==> src/rtl/ula_issue_ctrl.sv <==
// ula_issue_ctrl
//
// Issue controller that sits between fetch and a purely combinational ULA
// and is the only driver of the ULA input ports. It accepts one 32-bit ALU
// instruction per valid/ready handshake and reads operands from an internal
// 8x32 register file. It presents A/B/opcode to the ULA, then writes the
// ULA result back and latches the low four flag bits.
//
// Sequence per instruction: IDLE -> DECODE -> EXEC -> WB -> IDLE.
// An unsupported opcode takes DECODE -> IDLE and pulses illegal_op.
// result_valid is high for the single WB cycle. The register write, result
// and status_flags commit on the clock edge that ends WB, so they become
// visible (also through dbg_data) in the cycle after the pulse.
//
// Ports
//   clk           rising-edge clock
//   reset         synchronous, active-high; clears every register
//   instr_valid   instruction offered by fetch
//   instr_ready   controller can accept (IDLE and not in reset)
//   instr         [31:27] opcode, [26:24] rd, [23:21] ra, [20:18] rb,
//                 [17] imm_sel, [16] unused, [15:0] imm
//   alu_a/alu_b   ULA operands, registered in DECODE, held afterwards
//   alu_op        ULA opcode, registered in DECODE, held afterwards
//   alu_out       ULA result
//   alu_flag      ULA flags; only [3:0] are used
//   result_valid  one-cycle pulse during writeback
//   result        last written value
//   status_flags  alu_flag[3:0] captured at writeback
//   illegal_op    one-cycle pulse in DECODE for an unsupported opcode
//   dbg_addr      debug read index
//   dbg_data      combinational read of reg[dbg_addr]; r0 reads 0

module ula_issue_ctrl #(
  parameter int NREGS = 8,
  parameter int IMM_W = 16
) (
  input  logic        clk,
  input  logic        reset,
  input  logic        instr_valid,
  output logic        instr_ready,
  input  logic [31:0] instr,
  output logic [31:0] alu_a,
  output logic [31:0] alu_b,
  output logic [4:0]  alu_op,
  input  logic [31:0] alu_out,
  input  logic [31:0] alu_flag,
  output logic        result_valid,
  output logic [31:0] result,
  output logic [3:0]  status_flags,
  output logic        illegal_op,
  input  logic [2:0]  dbg_addr,
  output logic [31:0] dbg_data
);

  localparam logic [1:0] S_IDLE   = 2'd0;
  localparam logic [1:0] S_DECODE = 2'd1;
  localparam logic [1:0] S_EXEC   = 2'd2;
  localparam logic [1:0] S_WB     = 2'd3;

  logic [1:0]       state;
  logic [31:0]      regs [NREGS];

  // Latched instruction fields; bit 16 of the word carries nothing.
  logic [4:0]       op_q;
  logic [2:0]       rd_q;
  logic [2:0]       ra_q;
  logic [2:0]       rb_q;
  logic             sel_q;
  logic [IMM_W-1:0] imm_q;

  // Ignored input bits, reduced so they are visibly consumed.
  wire logic unused_bits = ^{instr[16], alu_flag[31:4]};

  function automatic logic op_legal(input logic [4:0] op);
    logic ok;
    ok = 1'b0;
    case (op)
      5'b00000, 5'b00001, 5'b00011, 5'b00100,
      5'b00101, 5'b00110, 5'b01000, 5'b01001: ok = 1'b1;
      default:                                ok = op[4];
    endcase
    return ok;
  endfunction

  // r0 is hard-wired to zero on every read path.
  function automatic logic [31:0] read_reg(input logic [2:0] idx);
    return (idx == 3'd0) ? 32'd0 : regs[idx];
  endfunction

  logic legal_q;
  assign legal_q = op_legal(op_q);

  // Handshake and pulses are gated by reset so nothing is offered or
  // reported during a reset cycle, whatever state the FSM is in.
  assign instr_ready  = (state == S_IDLE)   && !reset;
  assign result_valid = (state == S_WB)     && !reset;
  assign illegal_op   = (state == S_DECODE) && !legal_q && !reset;
  assign dbg_data     = read_reg(dbg_addr);

  // NOTE: all state below uses non-blocking assignments so every register
  // samples pre-edge values; a blocking write here would let later
  // statements in the same edge see the new value.
  always_ff @(posedge clk) begin
    if (reset) begin
      state        <= S_IDLE;
      op_q         <= '0;
      rd_q         <= '0;
      ra_q         <= '0;
      rb_q         <= '0;
      sel_q        <= 1'b0;
      imm_q        <= '0;
      alu_a        <= '0;
      alu_b        <= '0;
      alu_op       <= '0;
      result       <= '0;
      status_flags <= '0;
      // NOTE: the register file is cleared by reset because software relies
      // on all registers reading zero afterwards; memories that carry no
      // such guarantee are normally left out of reset.
      for (int i = 0; i < NREGS; i++) regs[i] <= '0;
    end else begin
      case (state)
        S_IDLE: begin
          // instr_ready is implied here: IDLE and not in reset.
          if (instr_valid) begin
            op_q  <= instr[31:27];
            rd_q  <= instr[26:24];
            ra_q  <= instr[23:21];
            rb_q  <= instr[20:18];
            sel_q <= instr[17];
            imm_q <= instr[IMM_W-1:0];
            state <= S_DECODE;
          end
        end
        S_DECODE: begin
          if (legal_q) begin
            alu_a  <= read_reg(ra_q);
            alu_b  <= sel_q ? {{(32-IMM_W){1'b0}}, imm_q} : read_reg(rb_q);
            alu_op <= op_q;
            state  <= S_EXEC;
          end else begin
            // ULA inputs keep their previous values on the illegal path.
            state <= S_IDLE;
          end
        end
        S_EXEC: begin
          state <= S_WB;
        end
        S_WB: begin
          if (rd_q != 3'd0) regs[rd_q] <= alu_out;
          result       <= alu_out;
          status_flags <= alu_flag[3:0];
          state        <= S_IDLE;
        end
        default: state <= S_IDLE;
      endcase
    end
  end

endmodule

==> config.mk <==
export PLATFORM = sky130hd
export DESIGN_NAME = ula_issue_ctrl
export DESIGN_NICKNAME = d
export VERILOG_FILES = /design/src/rtl/ula_issue_ctrl.sv
export SDC_FILE = /design/constraint.sdc
export NUM_CORES = 1
export LEC_CHECK = 0
export ABC_AREA = 0
export CORE_MARGIN = 4
export CORE_UTILIZATION = 61
export CTS_CLUSTER_DIAMETER = 50
export DETAILED_ROUTE_END_ITERATION = 10
export GPL_ROUTABILITY_DRIVEN = 1
export HOLD_SLACK_MARGIN = 0.05
export PLACE_DENSITY = 0.95
export SYNTH_ARGS = -nofsm -noshare
export SYNTH_HDL_FRONTEND = slang
export SYNTH_SLANG_ARGS = --single-unit
export TNS_END_PERCENT = 1
==> constraint.sdc <==
create_clock -name clk -period 5.5 [get_ports clk]
set_input_delay 1.1 -clock clk [delete_from_list [all_inputs] [get_ports clk]]
set_output_delay 1.1 -clock clk [all_outputs]
set_load 0.02 [all_outputs]
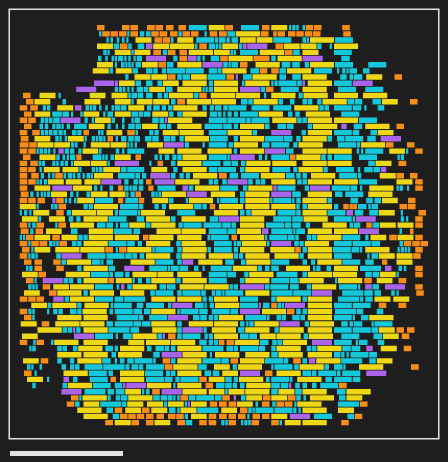
Fig. 1. Cell classes on the final placement.
Bar = 50 µm.
| class | color | cells | share of their area |
|---|---|---|---|
| remaining buffers and delay cells | orange | 235 | 9.9% |
| clock drivers and dummy loads | purple | 79 | 6.1% |
| sequential cells | yellow | 400 | 46% |
| combinational and other logic | cyan | 983 | 38% |
flop share of the area: 44.5%
utilization after layout: 74.5%

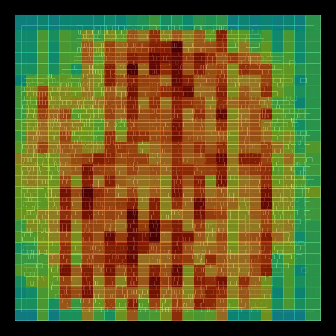
Fig. 2. Track usage over the die.
GRT Util Overall: 32.3%
met1 Resource Use GR: 40.2%

==> impl_metrics.toml <==
# yosys + openroad results
[final_layout]
drive_gt1_share_pct = 19.3

[clock_network]
cts_tree = "built"
htree_levels = 2

[worst_setup_path]
path_class = "input pin to primary output"
required_ns = 4.40
cp_max_fo = 64

[yosys]
ys_seq_elements = 400
mappedNetlistArea_um2 = 19900
syn_inst = 1480
ys_area_um2 = 19900

[power]
power_frac_clock_pct = 40.0
irDropWorstVdd_mv = 0.254
p_sw_mw = 1.85

[global_routing]
grt_antenna_before_repair = 4
gr-total-overflow = 0

[sta]
setup_ws_ns = 0.709
hold_viol = 0
skew_ns = 0.0216

[status]
status = "finished clean"

[placement]
place_area_um2 = 22300
dp_worst_setup_slack_ns = 0.869
dp_cells = 2053

[routing]
post_drt_wl_per_cell_um = 27.3
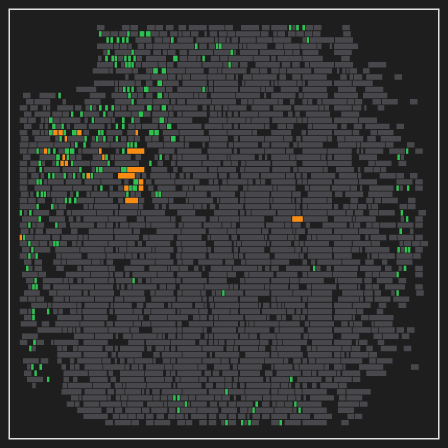
Fig. 3. Logic cells by family.
| family | color | cells |
|---|---|---|
| nand cells | green | 182 |
| nor cells | orange | 21 |

## flip-flops by register name (all words and copies together), names as in the netlist, named ones only
name / count
alu_b: 32
op_q: 5
regs: 256
rd_q: 3
rb_q: 3
result: 32
state: 1
ra_q: 3
status_flags: 4
sel_q: 1
alu_a: 32
alu_op: 5
imm_q: 16
## metal layers
metal / vias to the layer above / GRT usage, % / share of wire, %
met5: - / 0 / 0.021
met4: 2 / 15.5 / 5.1
met3: 296 / 8.65 / 13
met2: 1303 / 53.0 / 48
met1: 7075 / 40.2 / 34
li1: 5957 / - / -
## critical path, delay by kind of cell
| family | cells | cell delay (ns) |
|---|---|---|
| muxes | 1 | 0.45 |
| AOI/OAI and AO/OA | 2 | 0.54 |
| buffers and inverters | 3 | 1.55 |
## synthesized netlist by cell type (4+ instances only)
library cell	count	area share [%]
or4_1	16	0.60
o2bb2ai_1	16	0.70
nor2b_1	4	0.13
and2_1	226	7.1
nand2_1	156	2.9
buf_2	21	0.53
or2_2	7	0.22
clkbuf_1	78	1.5
nand2b_1	20	0.63
a22o_1	33	1.5
o21ai_0	6	0.15
buf_1	17	0.32
mux4_1	19	2.5
buf_6	4	0.23
buf_12	4	0.40
nor3_1	4	0.10
a21oi_1	104	2.6
mux4_2	141	16
mux2i_1	32	1.6
nor2_1	9	0.17
inv_1	31	0.58
mux2_2	64	3.6
o221ai_1	16	0.70
a221oi_1	31	1.4
dfxtp_1	144	14
edfxtp_1	256	39
nand3_1	5	0.13
## cell type report
class                           instances  area (µm²)
Fill cell                            1869        8120
Antenna cell                            3        7.51
Tap cell                              435         544
Multi-Input combinational cell        952        8790
Sequential cell                       400       10600
Clock buffer                           52        1170
Clock inverter                         27         253
Timing Repair Buffer                  235        2300
Inverter                               31         116
